run_1/closeup.png
Region (132, 40) to (157, 65) um. Cells in gray, sequential cells in the stronger gray; small squares are vias.
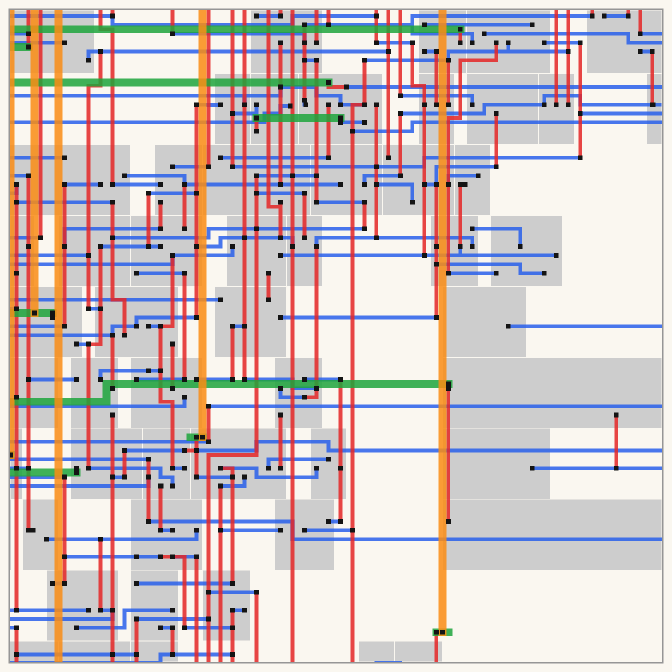
run_1/layers.png
Only two layers are drawn.
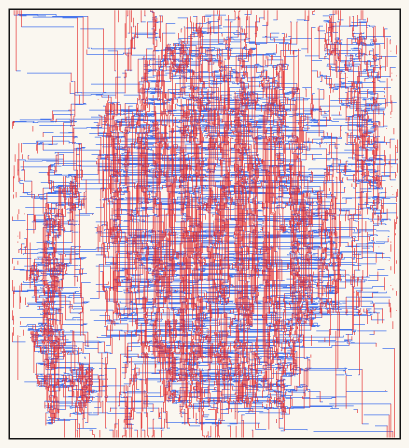
run_1/m4.png
Cells faint in the background.
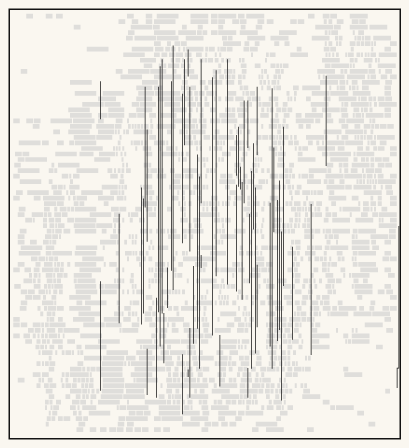
===== src/rtl/decrypter_pipe.sv =====
// decrypter_pipe
//   Two-stage pipelined frame decrypter with valid/ready handshakes on both
//   sides, plus saturating good/error frame counters.
//
//   Frame layout (in_frame): {mode[MODE_W], key[KEY_W], cipher[DATA_W]}.
//   Modes: 0 = XOR with replicated key, 1 = subtract replicated key,
//          2 = rotate right by (key mod DATA_W); codes >= NUM_MODES are
//          illegal and yield out_data=0 with out_err=1.
//
// Ports
//   clk, rst_n           clock, asynchronous active-low reset
//   in_frame/in_valid    input frame and its valid
//   in_ready             block can accept a frame this cycle
//   out_data/out_err     plaintext and illegal-mode flag
//   out_valid/out_ready  output valid and consumer ready
//   cnt_clr              synchronous clear of both counters (wins over count)
//   ok_cnt/err_cnt       saturating delivered-frame counters
module decrypter_pipe #(
  parameter int DATA_W    = 60,
  parameter int KEY_W     = 16,
  parameter int MODE_W    = 2,
  parameter int NUM_MODES = 3,
  parameter int CNT_W     = 16
) (
  input  logic                             clk,
  input  logic                             rst_n,
  input  logic [MODE_W+KEY_W+DATA_W-1:0]   in_frame,
  input  logic                             in_valid,
  output logic                             in_ready,
  output logic [DATA_W-1:0]                out_data,
  output logic                             out_err,
  output logic                             out_valid,
  input  logic                             out_ready,
  input  logic                             cnt_clr,
  output logic [CNT_W-1:0]                 ok_cnt,
  output logic [CNT_W-1:0]                 err_cnt
);

  localparam int ROT_W = (DATA_W > 1) ? $clog2(DATA_W) : 1;
  localparam int MOD_W = KEY_W + ROT_W;
  localparam logic [CNT_W-1:0] CNT_MAX = '1;

  // Frame field extraction
  logic [MODE_W-1:0] in_mode;
  logic [KEY_W-1:0]  in_key;
  logic [DATA_W-1:0] in_cipher;
  logic [DATA_W-1:0] in_rep;
  logic [MOD_W-1:0]  key_mod;
  logic [ROT_W-1:0]  in_rot;

  assign in_mode   = in_frame[MODE_W+KEY_W+DATA_W-1 -: MODE_W];
  assign in_key    = in_frame[KEY_W+DATA_W-1 -: KEY_W];
  assign in_cipher = in_frame[DATA_W-1:0];

  // Key repeated from the LSB upward, truncated to DATA_W bits.
  for (genvar i = 0; i < DATA_W; i++) begin : g_rep
    assign in_rep[i] = in_key[i % KEY_W];
  end

  // Widened so the modulus result always fits ROT_W bits, even for tiny keys.
  assign key_mod = MOD_W'(in_key) % MOD_W'(DATA_W);
  assign in_rot  = key_mod[ROT_W-1:0];

  // Stage advance: S2 refills when empty or draining; S1 refills when empty
  // or when S2 takes its contents. in_ready is combinational from out_ready.
  logic s1_valid;
  logic s2_load;
  logic s1_load;

  assign s2_load  = !out_valid || out_ready;
  assign s1_load  = !s1_valid || s2_load;
  assign in_ready = s1_load;

  // NOTE: sequential state is always assigned with <= so every register
  // samples the pre-edge values of its sources, independent of block order.
  always_ff @(posedge clk or negedge rst_n) begin
    if (!rst_n) begin
      s1_valid <= 1'b0;
    end else if (s1_load) begin
      s1_valid <= in_valid;
    end
  end

  logic [MODE_W-1:0] s1_mode;
  logic [DATA_W-1:0] s1_rep;
  logic [ROT_W-1:0]  s1_rot;
  logic [DATA_W-1:0] s1_cipher;

  // NOTE: the S1 payload is qualified by s1_valid, so it carries no reset;
  // only control state needs a defined value out of reset.
  always_ff @(posedge clk) begin
    if (s1_load && in_valid) begin
      s1_mode   <= in_mode;
      s1_rep    <= in_rep;
      s1_rot    <= in_rot;
      s1_cipher <= in_cipher;
    end
  end

  // Stage 2 datapath
  logic [2*DATA_W-1:0] rot_dbl;
  logic [DATA_W-1:0]   s2_data;
  logic                s2_err;

  // Rotating a doubled copy keeps rot=0 well defined (no shift by DATA_W).
  assign rot_dbl = {s1_cipher, s1_cipher} >> s1_rot;

  // NOTE: every always_comb output gets a default first so no path through
  // the case statement leaves it unassigned (which would infer a latch).
  always_comb begin
    s2_data = '0;
    s2_err  = 1'b0;
    if (32'(s1_mode) >= 32'(NUM_MODES)) begin
      s2_err = 1'b1;
    end else begin
      case (32'(s1_mode))
        32'd0:   s2_data = s1_cipher ^ s1_rep;
        32'd1:   s2_data = s1_cipher - s1_rep;
        32'd2:   s2_data = rot_dbl[DATA_W-1:0];
        default: s2_err  = 1'b1;
      endcase
    end
  end

  always_ff @(posedge clk or negedge rst_n) begin
    if (!rst_n) begin
      out_valid <= 1'b0;
      out_data  <= '0;
      out_err   <= 1'b0;
    end else if (s2_load) begin
      out_valid <= s1_valid;
      if (s1_valid) begin
        out_data <= s2_data;
        out_err  <= s2_err;
      end
    end
  end

  // Saturating status counters; clear wins over a same-cycle delivery.
  logic out_hs;
  assign out_hs = out_valid && out_ready;

  always_ff @(posedge clk or negedge rst_n) begin
    if (!rst_n) begin
      ok_cnt  <= '0;
      err_cnt <= '0;
    end else if (cnt_clr) begin
      ok_cnt  <= '0;
      err_cnt <= '0;
    end else if (out_hs) begin
      if (out_err) begin
        if (err_cnt != CNT_MAX) err_cnt <= err_cnt + CNT_W'(1);
      end else begin
        if (ok_cnt != CNT_MAX) ok_cnt <= ok_cnt + CNT_W'(1);
      end
    end
  end

endmodule

===== config.mk =====
export PLATFORM = sky130hd
export DESIGN_NAME = decrypter_pipe
export DESIGN_NICKNAME = d
export VERILOG_FILES = /design/src/rtl/decrypter_pipe.sv
export SDC_FILE = /design/constraint.sdc
export NUM_CORES = 1
export LEC_CHECK = 0
export CORE_ASPECT_RATIO = 1.1
export CORE_UTILIZATION = 40
export DETAILED_ROUTE_END_ITERATION = 8
export PLACE_DENSITY = 0.66
export SLEW_MARGIN = 5
export SYNTH_ARGS = -nofsm -noshare
export SYNTH_HDL_FRONTEND = slang
export SYNTH_SLANG_ARGS = --single-unit

===== constraint.sdc =====
create_clock -name clk -period 5.5 [get_ports clk]
set_clock_uncertainty 0.15 [all_clocks]
set_input_delay 0.825 -clock clk [delete_from_list [all_inputs] [get_ports clk]]
set_output_delay 0.825 -clock clk [all_outputs]
set_load 0.005 [all_outputs]

==> metrics.cfg, run 1 <==
[placement]
numPortBuffers = 177
place_ws_ns = -0.1098
gp_congestion = 1.007
dp_cells = 2408
dp_hpwl_um = 43640

[synth]
syn_area_per_cell_sq_um = 8.883
largest_area_cell = edfxtp_1
synth_chip_area_sq_um = 15900
top_cells_by_area = edfxtp_1, dfrtp_1, mux4_2
yosys.cell_types.count = 102
yosysMostFrequentCell = nand2_1
synth_seq_share_pct = 30.44
fp_nets = 1935
ys_cells = 1790
netlist_area_sq_um = 15900
netlist.area_leader.share_pct = 15.49
synth_cells = 1790
edf_count = 82
flop_cell = dfrtp_1
common_cells = nand2_1, nor2_1, o21ai_0
numSynthFlops = 177
yosys_warnings = 0
synth-async-reset-ratio_pct = 53.67

[final_timing]
postLayoutSetupSlackWorst_ns = 0.3592
slew_violations = 0
hold_viol = 0
worst_slew_pin_slew_ns = 1.127
fmax_mhz = 194.5
min_period_ns = 5.141
slew_headroom_pct = 24.62
setup_viol = 0
holdWs_ns = 0.2563
rsz0062_at_grt = no
finalClockPeriodUsage_pct = 93.47

[floorplan]
rows = 76
die_h_um = 211.1
core_sq_um = 39180
die_w_um = 192.1
initial_core_util_pct = 40.59
io_pins = 178
dieArea_sq_um = 40550

[cells_and_area]
layout.cells.most_common = nand2_1
drive_gt1_share_pct = 12.47
mostFrequentLayoutCells = nand2_1, nor2_1, clkdlybuf4s50_1
stdcell_count = 2441
nNetsFinal = 2065
area_delta_synth_final_pct = 18.49

[power]
pwr-share-comb_pct = 51.9
p_total_mw = 6.056
peakVddDrop_mv = 0.2619
swShare_pct = 42.15
seqPwrFrac_pct = 28.2
clkPwrFrac_pct = 19.8
internal_power_mw = 3.504
p_sw_mw = 2.553
p_per_area_nw_per_um2 = 321.4
p_leak_nw = 7.348

[global_routing]
grt_pass1_vias = 14280
grt_util_met1_pct = 36.22
grt_pass1_wl_um = 84680
use_met3_pct = 4.868
antenna_found_initial = 1
gr-usage-met2_pct = 43.87
gr-total-overflow = 0
busiest_layer = met2
grt_max_degree = 77

[setup_path]
timing.rr.start = s1_rep[49]
path_class = register to register
critPathCaptureType = register
cp_data_required_time_ns = 5.71
start_kind = register
slowest_stage = o41ai_1
cp.depth = 18
crit_buf_inv = 2
crit_fanout = 5
max_stage_delay_ns = 0.62
worstPathCellList = inv_1, ha_1, nor2b_1, o21ai_0, a21boi_0, o21ai_0, a31o_2, a21o_1, a21oi_1, o211ai_1, a211oi_1, nor3_1, buf_4, o41ai_1, a41oi_1, xor2_1, o221ai_1, o21a_1
cp.arrival_ns = 5.35
r2r_cells = 18
rr_endpoint = out_data[57]
rrSetupSlack_ns = 0.36
cp-endpoint = out_data[57]
critPathMostFrequentCell = o21ai_0
cp_top_family = AND-OR/OR-AND gates
critPathLaunch = s1_rep[49]

[status]
status = finished clean

[clock_tree]
path_clk_slew_ns = 0.07
numCtsBuffers = 17
cts_setup_buffers = 0
clock_path_buffers = 2
cts_tree = built
cts_root_buf = clkbuf_16
clk_latency_ns = 0.47
htreeDepth = 4
cts_num_sinks = 177

[route]
top_layer_used = met4
final_antenna_net_count = 0
drt-initial-drc-count = 1293
firstDrtPassIters = 5
wl_met3_um = 4244
drt-met1-wl_um = 23180
drc = 0
avgViaCountPerCell = 6.121
dr_wl_met2_um = 25320

[min_path]
hp-class = input pin to asynchronous set/reset pin

[job]
cap_violations = 0
warning_count = 26

-- closeup.png (at the start) --
Key: M4 = orange; M3 = green; M1 = blue; M2 = red
Sequential cells in the window: 0. 44 logic cells have their middle in the window. Most frequent: a21oi_1 (6), nor2_1 (4), buf_4 (4).

-- layers.png (at the start) --
Key: M1 = blue [wire length 23.2 mm]; M2 = red [wire length 25.3 mm]
Total GRT Usage: 28.00%
WL/cell: 22.99 um

-- m4.png (at the start) --
The wires run mostly vertical. The layer holds 6.0% of the routed length. The longest straight run is 138 um. 48 nets have wire on it. The layer carries 3380 um of wire.
WL final: 56120 um
via count: 14940

-- run 1: cell type report --
| type | count | area, sq um |
|---|---|---|
| inverters | 48 | 180.2 |
| multi-input cells | 1446 | 10400 |
| fillers | 3768 | 20340 |
| repair buffers | 230 | 2205 |
| diodes | 1 | 2.502 |
| clock inverters | 11 | 121.4 |
| clock buffers | 21 | 460.4 |
| flip-flops and latches | 177 | 4840 |
| well taps | 507 | 634.4 |
-- run 1: sequential cells by signal, summed over array words and instances, names as in the netlist --
register / cells
err_cnt: 16
ok_cnt: 16
out_data: 60
out_err: 1
out_valid: 1
s1_cipher: 60
s1_mode: 2
s1_rep: 16
s1_rot: 4
s1_valid: 1
-- run 1: cells by family (layout without fill, tap and decap cells) --
group	Yosys count	count (layout)	synth area share [%]
other	0	1	0
AND-OR/OR-AND	558	558	23.67
AND/OR/NAND/NOR	594	594	16.96
flip-flops	177	177	30.44
buffers and inverters	167	310	4.234
adder cells (fa/ha/maj)	64	64	5.052
XOR/XNOR	51	51	2.904
multiplexers	179	179	16.75
-- run 1: metrics by stage --
stage	setup TNS, ns	instance area (sq um)	util, %
final	0	18840	48.09
after global routing	0	18840	48.08
after CTS	0	18830	48.07
after detailed placement	-0.3389	18250	46.58
after global placement	0	18250	46.58
after floorplan	0	15900	-
-- run 1: power groups by stage --
stage | Clock (mW) | Combinational, mW | Sequential [mW]
global placement | 0 | 3.07 | 1.73
global route | 1.29 | 3.38 | 1.73
floorplan | 0 | 1.95 | 1.70
finish | 1.20 | 3.14 | 1.71
detailed placement | 0 | 3.08 | 1.74
CTS | 1.24 | 3.09 | 1.71
-- run 1: what timing repair did --
action | in CTS | in global routing
hold buffers | 0 | 0
gates resized | 0 | 3
setup endpoints to repair | 0 | 5
## Run 2: what changed since run 1
CORE_UTILIZATION = 53   (was 40)
PLACE_DENSITY = 0.83   (was 0.66)
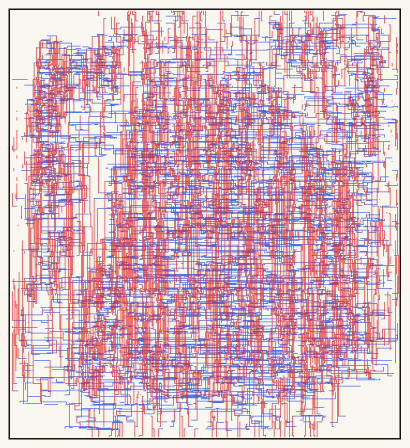
run_2/layers.png
Only two layers are drawn.
Key: M2 = red [wire length 25.5 mm]; M1 = blue [wire length 20.7 mm]
WL final: 55910 um
Total GRT Usage: 36.55%
via count: 15520

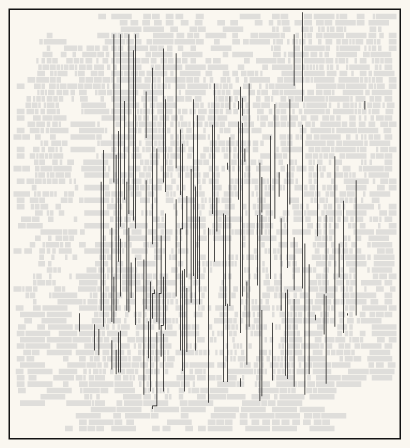
run_2/m4.png
Cells faint in the background.
87 nets have wire on it. The longest straight run is 105 um.

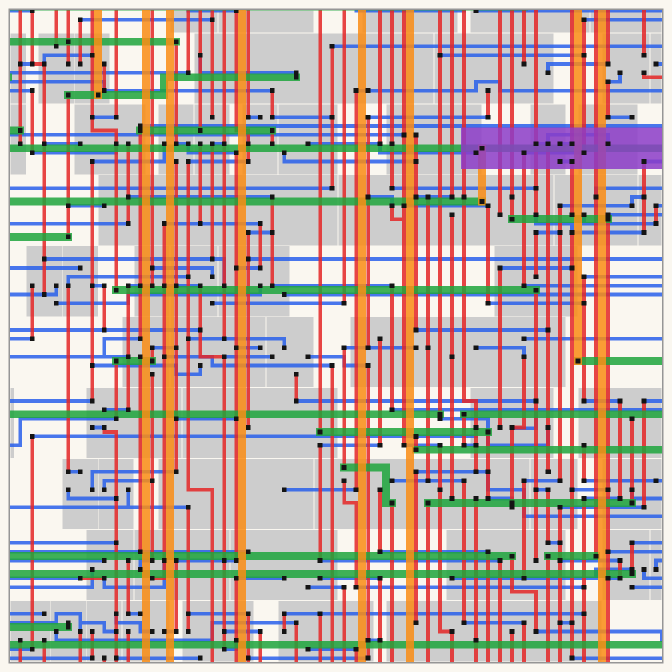
run_2/closeup.png
Region (113, 33) to (138, 58) um. Cells in gray, sequential cells in the stronger gray; small squares are vias.
Key: M5 = purple; M4 = orange; M2 = red; M3 = green; M1 = blue
Sequential cells in the window: 0. 48 logic cells have their middle in the window. Most frequent: nand2_1 (8), o21ai_0 (6).

==> metrics.cfg, run 2 <==
[setup_path]
slowest_stage = clkdlybuf4s50_1
start_kind = input pin
r2r_cells = 20
critPathCaptureType = register
crit_fanout = 9
critPathMostFrequentCell = buf_4
worstPathCellList = clkdlybuf4s50_1, buf_4, buf_4, a32oi_1, a21oi_1, o21ai_0, o2111ai_1, o21ai_1, a21boi_2, o41ai_2, mux2i_1, a211o_1, a31oi_2, nand2_1, o21a_1, buf_4, o221ai_2, a2bb2oi_2
timing.rr.start = s1_cipher[0]
rr_endpoint = out_data[58]
critPathLaunch = in_frame[73]
max_stage_delay_ns = 0.55
rrSetupSlack_ns = 0.33
cp.arrival_ns = 5.28
crit_buf_inv = 4

[route]
avgViaCountPerCell = 6.706
firstDrtPassIters = 6
wl_per_cell_um = 24.16
drt-initial-drc-count = 1792

[synth]
edf_count = 82
largest_area_cell = edfxtp_1
top_cells_by_area = edfxtp_1, dfrtp_1, mux4_2
yosysMostFrequentCell = nand2_1
flop_cell = dfrtp_1
synth_seq_share_pct = 30.44
netlist.area_leader.share_pct = 15.49
yosys_warnings = 0
syn_area_per_cell_sq_um = 8.883
netlist_area_sq_um = 15900
synth_cells = 1790
synth-async-reset-ratio_pct = 53.67
synth_chip_area_sq_um = 15900
ys_cells = 1790
common_cells = nand2_1, nor2_1, o21ai_0

[cells_and_area]
reg.largest.list = out_data: 60 flops, s1_cipher: 60 flops
drive_gt1_share_pct = 12.79
finalInstanceArea_sq_um = 18720
layout.cells.most_common = nand2_1
area_delta_synth_final_pct = 17.75
mostFrequentLayoutCells = nand2_1, nor2_1, clkdlybuf4s50_1
stdcell_count = 2314
nNetsFinal = 2071
finish.utilization_pct = 63.33

[final_timing]
min_period_ns = 5.216
hold_viol = 0
worst_slew_pin_slew_ns = 1.102
slew_headroom_pct = 26.28
setup_viol = 0
tns_ns = 0
finalClockPeriodUsage_pct = 94.84
fmax_mhz = 191.7
holdWs_ns = 0.2492

[clock_tree]
htreeDepth = 4
path_clk_slew_ns = 0.08
numCtsBuffers = 17
cts_root_buf = clkbuf_16
cts_setup_buffers = 0
cts_num_sinks = 177
clk_latency_ns = 0.46

[floorplan]
core_sq_um = 29560
initial_core_util_pct = 53.78
die_h_um = 183.7
rows = 66
io_pins = 178

[power]
swShare_pct = 43.17
internal_power_mw = 3.469
seq_power_mw = 1.73
clock_net_power_mw = 1.23
p_total_mw = 6.104
seqPwrFrac_pct = 28.3
peakVddDrop_mv = 0.2288
p_per_area_nw_per_um2 = 326.0
largestPowerGroup = combinational cells

[placement]
dp_hpwl_um = 42130
dp_cells = 2281
post_dp_cell_area_sq_um = 18130
place_ws_ns = -0.1408
numPortBuffers = 177

[min_path]
hp-class = input pin to asynchronous set/reset pin

[global_routing]
grt_pass1_vias = 14490
gr-total-overflow = 0
grt_max_degree = 88
antenna_found_initial = 3

[status]
status = finished clean

[job]
cap_violations = 0

## run 2: cell counts after synthesis
Identical to the previous run, type by type.
## run 2: what timing repair did
action,4_1_cts,5_1_grt
gates resized,0,2
endpoints found under the setup margin,0,3
hold buffers,0,0
## run 2: layout make-up
class                           instances  area (sq um)  share of cell area [%]
Multi-Input combinational cell       1446         10390                   55.50
Sequential cell                       177          4840                   25.85
Timing Repair Buffer                  236          2252                   12.03
Tap cell                              374         467.9                   2.499
Clock buffer                           17         425.4                   2.272
Inverter                               48         180.2                  0.9623
Clock inverter                         15         163.9                  0.8754
Antenna cell                            1         2.502                 0.01337
## run 2: cells by family (layout without fill, tap and decap cells)
| kind of cell | Yosys count | after routing | synth area share, % |
|---|---|---|---|
| buffers and inverters | 167 | 316 | 4.234 |
| and+or+nand+nor | 594 | 594 | 16.96 |
| adders and majority gates | 64 | 64 | 5.052 |
| muxes | 179 | 179 | 16.75 |
| DFF | 177 | 177 | 30.44 |
| xor gates and xnor gates | 51 | 51 | 2.904 |
| other | 0 | 1 | 0 |
| AOI/OAI and AO/OA | 558 | 558 | 23.67 |
## run 2: metal layers
metal | routed length, um | share of wire, % | GRT usage, %
met5 | 32 | 0.057 | 0
met1 | 20690 | 37 | 43.95
met2 | 25530 | 46 | 59.08
met4 | 4257 | 7.6 | 25.10
met3 | 5401 | 9.7 | 7.707
## run 2: worst min-delay path by stage
stage	cells past startpoint	slack (ns)	from	end
after floorplan	2	0.31	out_data[13]	out_data[13]
after global placement	2	0.30	out_data[44]	out_data[44]
after detailed placement	2	0.31	out_data[44]	out_data[44]
after CTS	1	0.26	rst_n	out_data[2]
after global routing	1	0.28	rst_n	out_data[2]
final	1	0.25	rst_n	out_data[52]
## Run 3: what changed since run 2
CTS_CLUSTER_SIZE = 16   (was unset)
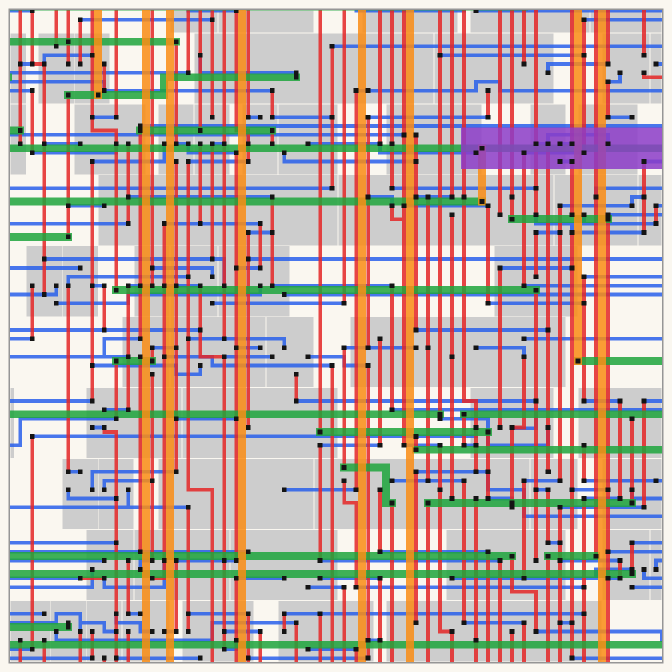
run_3/closeup.png
Region (113, 33) to (138, 58) um. Cells in gray, sequential cells in the stronger gray; small squares are vias.
Key: M3 = green; M4 = orange; M1 = blue; M2 = red; M5 = purple
Most frequent: nand2_1 (8), o21ai_0 (6). 48 logic cells have their middle in the window. Sequential cells in the window: 0.

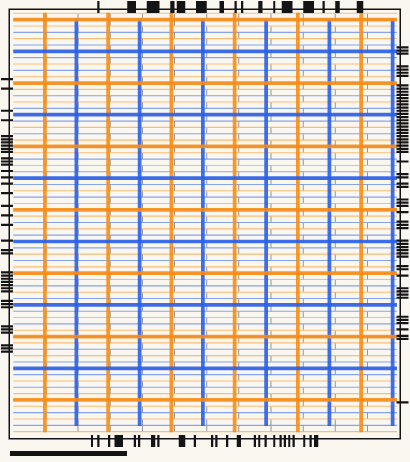
run_3/floorplan.png
Bar = 50 um. Pins as bars on the die edge. Tap cells in gray.
Key: VSS = orange; VDD = blue
374 tap cells. 67 met1 rails follow the rows.
Peak VDD IR: 0.2288 mV
Die X: 167.1 um

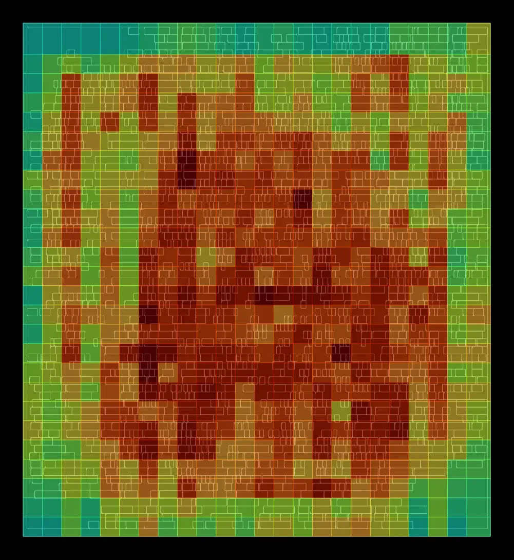
run_3/congestion_map.png
post-route core utilization: 63.33%
met3 usage: 7.707%

==> metrics.cfg, run 3 <==
[final_timing]
postLayoutSetupSlackWorst_ns = 0.2839
worst_slew_pin_slew_ns = 1.102
slew_violations = 0
holdWs_ns = 0.2492
min_period_ns = 5.216
hold_viol = 0
setup_viol = 0
tns_ns = 0
slew_headroom_pct = 26.28
finalClockPeriodUsage_pct = 94.84
rsz0062_at_grt = no
fmax_mhz = 191.7

[floorplan]
initial_core_util_pct = 53.78
rows = 66
dieArea_sq_um = 30700
io_pins = 178
core_sq_um = 29560

[synth]
synth_chip_area_sq_um = 15900
yosys_warnings = 0
yosysMostFrequentCell = nand2_1
yosys.cell_types.count = 102
edf_count = 82
netlist.area_leader.share_pct = 15.49
common_cells = nand2_1, nor2_1, o21ai_0
synth-async-reset-ratio_pct = 53.67
top_cells_by_area = edfxtp_1, dfrtp_1, mux4_2
syn_area_per_cell_sq_um = 8.883
ys_cells = 1790
synth_seq_share_pct = 30.44
synth_cells = 1790
flop_cell = dfrtp_1
largest_area_cell = edfxtp_1
netlist_area_sq_um = 15900
fp_nets = 1935
numSynthFlops = 177

[power]
swShare_pct = 43.17
pwr-share-comb_pct = 51.6
p_sw_mw = 2.635
internal_power_mw = 3.469
clkPwrFrac_pct = 20.1
seqPwrFrac_pct = 28.3
p_total_mw = 6.104
p_per_area_nw_per_um2 = 326.0
p_leak_nw = 7.382

[setup_path]
max_stage_delay_ns = 0.55
worstPathCellList = clkdlybuf4s50_1, buf_4, buf_4, a32oi_1, a21oi_1, o21ai_0, o2111ai_1, o21ai_1, a21boi_2, o41ai_2, mux2i_1, a211o_1, a31oi_2, nand2_1, o21a_1, buf_4, o221ai_2, a2bb2oi_2
cp.arrival_ns = 5.28
start_kind = input pin
path_class = input pin to register
cp-endpoint = s1_rot[4]
crit_fanout = 9
critPathLaunch = in_frame[73]
critPathCaptureType = register
cp_data_required_time_ns = 5.57
timing.rr.start = s1_cipher[0]
rrSetupSlack_ns = 0.33
slowest_stage = clkdlybuf4s50_1
rr_endpoint = out_data[58]
r2r_cells = 20
critPathMostFrequentCell = buf_4

[cells_and_area]
mostFrequentLayoutCells = nand2_1, nor2_1, clkdlybuf4s50_1
n_fill_cell = 2511
finalInstanceArea_sq_um = 18720
layout.cells.most_common = nand2_1
nNetsFinal = 2071
drive_gt1_share_pct = 12.79
reg.largest.list = out_data: 60 flops, s1_cipher: 60 flops
area_delta_synth_final_pct = 17.75
stdcell_count = 2314

[clock_tree]
clock_path_buffers = 2
numCtsBuffers = 17
clk_latency_ns = 0.46
cts_tree = built
path_clk_slew_ns = 0.08
htreeDepth = 4
cts_root_buf = clkbuf_16
cts_num_sinks = 177

[job]
warning_count = 26
cap_violations = 0

[status]
status = finished clean

[global_routing]
gr-total-overflow = 0
groute.usage.overall_pct = 36.55
grt_pass1_vias = 14490
grt_max_degree = 88
grt_pass1_wl_um = 84860
antenna_found_initial = 3

[route]
avgViaCountPerCell = 6.706
drc = 0
firstDrtPassIters = 6
vias = 15520
final_antenna_net_count = 0
drt-initial-drc-count = 1792
wl_per_cell_um = 24.16
wl_um = 55910

[placement]
dp_cells = 2281
post_dp_cell_area_sq_um = 18130
gp_congestion = 1.050
numPortBuffers = 177
dp_hpwl_um = 42130
place_ws_ns = -0.1408

[min_path]
hp-class = input pin to asynchronous set/reset pin

[run 3: cell counts after synthesis]
No cell type changed its count.
[run 3: cell type report]
cell class                      instances  area, sq um  area share, %
Clock inverter                         15        163.9         0.8754
Multi-Input combinational cell       1446        10390          55.50
Timing Repair Buffer                  236         2252          12.03
Tap cell                              374        467.9          2.499
Clock buffer                           17        425.4          2.272
Sequential cell                       177         4840          25.85
Inverter                               48        180.2         0.9623
Antenna cell                            1        2.502        0.01337
[run 3: power groups by stage]
stage	Sequential, mW	Combinational [mW]	Clock (mW)
floorplan	1.70	1.95	0
global placement	1.74	3.00	0
detailed placement	1.75	3.04	0
CTS	1.72	3.06	1.24
global route	1.74	3.36	1.29
finish	1.73	3.15	1.23
[run 3: what timing repair did]
| item | CTS | global route |
|---|---|---|
| setup buffers | 0 | 0 |
| gates resized | 0 | 2 |
| hold buffers | 0 | 0 |
| setup endpoints to repair | 0 | 3 |
[run 3: worst max-delay path: cells and delay by family]
kind                   cells  cell delay, ns
AND-OR/OR-AND             12            2.94
buffers and inverters      4            1.06
multiplexers               1            0.29
AND/OR/NAND/NOR            1            0.16
[run 3: metal layers]
metal / GRT usage, % / part of all wire, % / wire length (um)
met4: 25.10 / 7.6 / 4257
met5: 0 / 0.057 / 32
met3: 7.707 / 9.7 / 5401
met2: 59.08 / 46 / 25530
met1: 43.95 / 37 / 20690
[run 3: kinds of logic after synthesis]
group                    count (synthesis)  share of synthesized area [%]
adder cells (fa/ha/maj)                 64                          5.052
multiplexers                           179                          16.75
AND-OR/OR-AND                          558                          23.67
buffers and inverters                  167                          4.234
XOR/XNOR                                51                          2.904
flip-flops                             177                          30.44
AND/OR/NAND/NOR                        594                          16.96
No activity file was given, so power comes from the tool's default toggle rates.
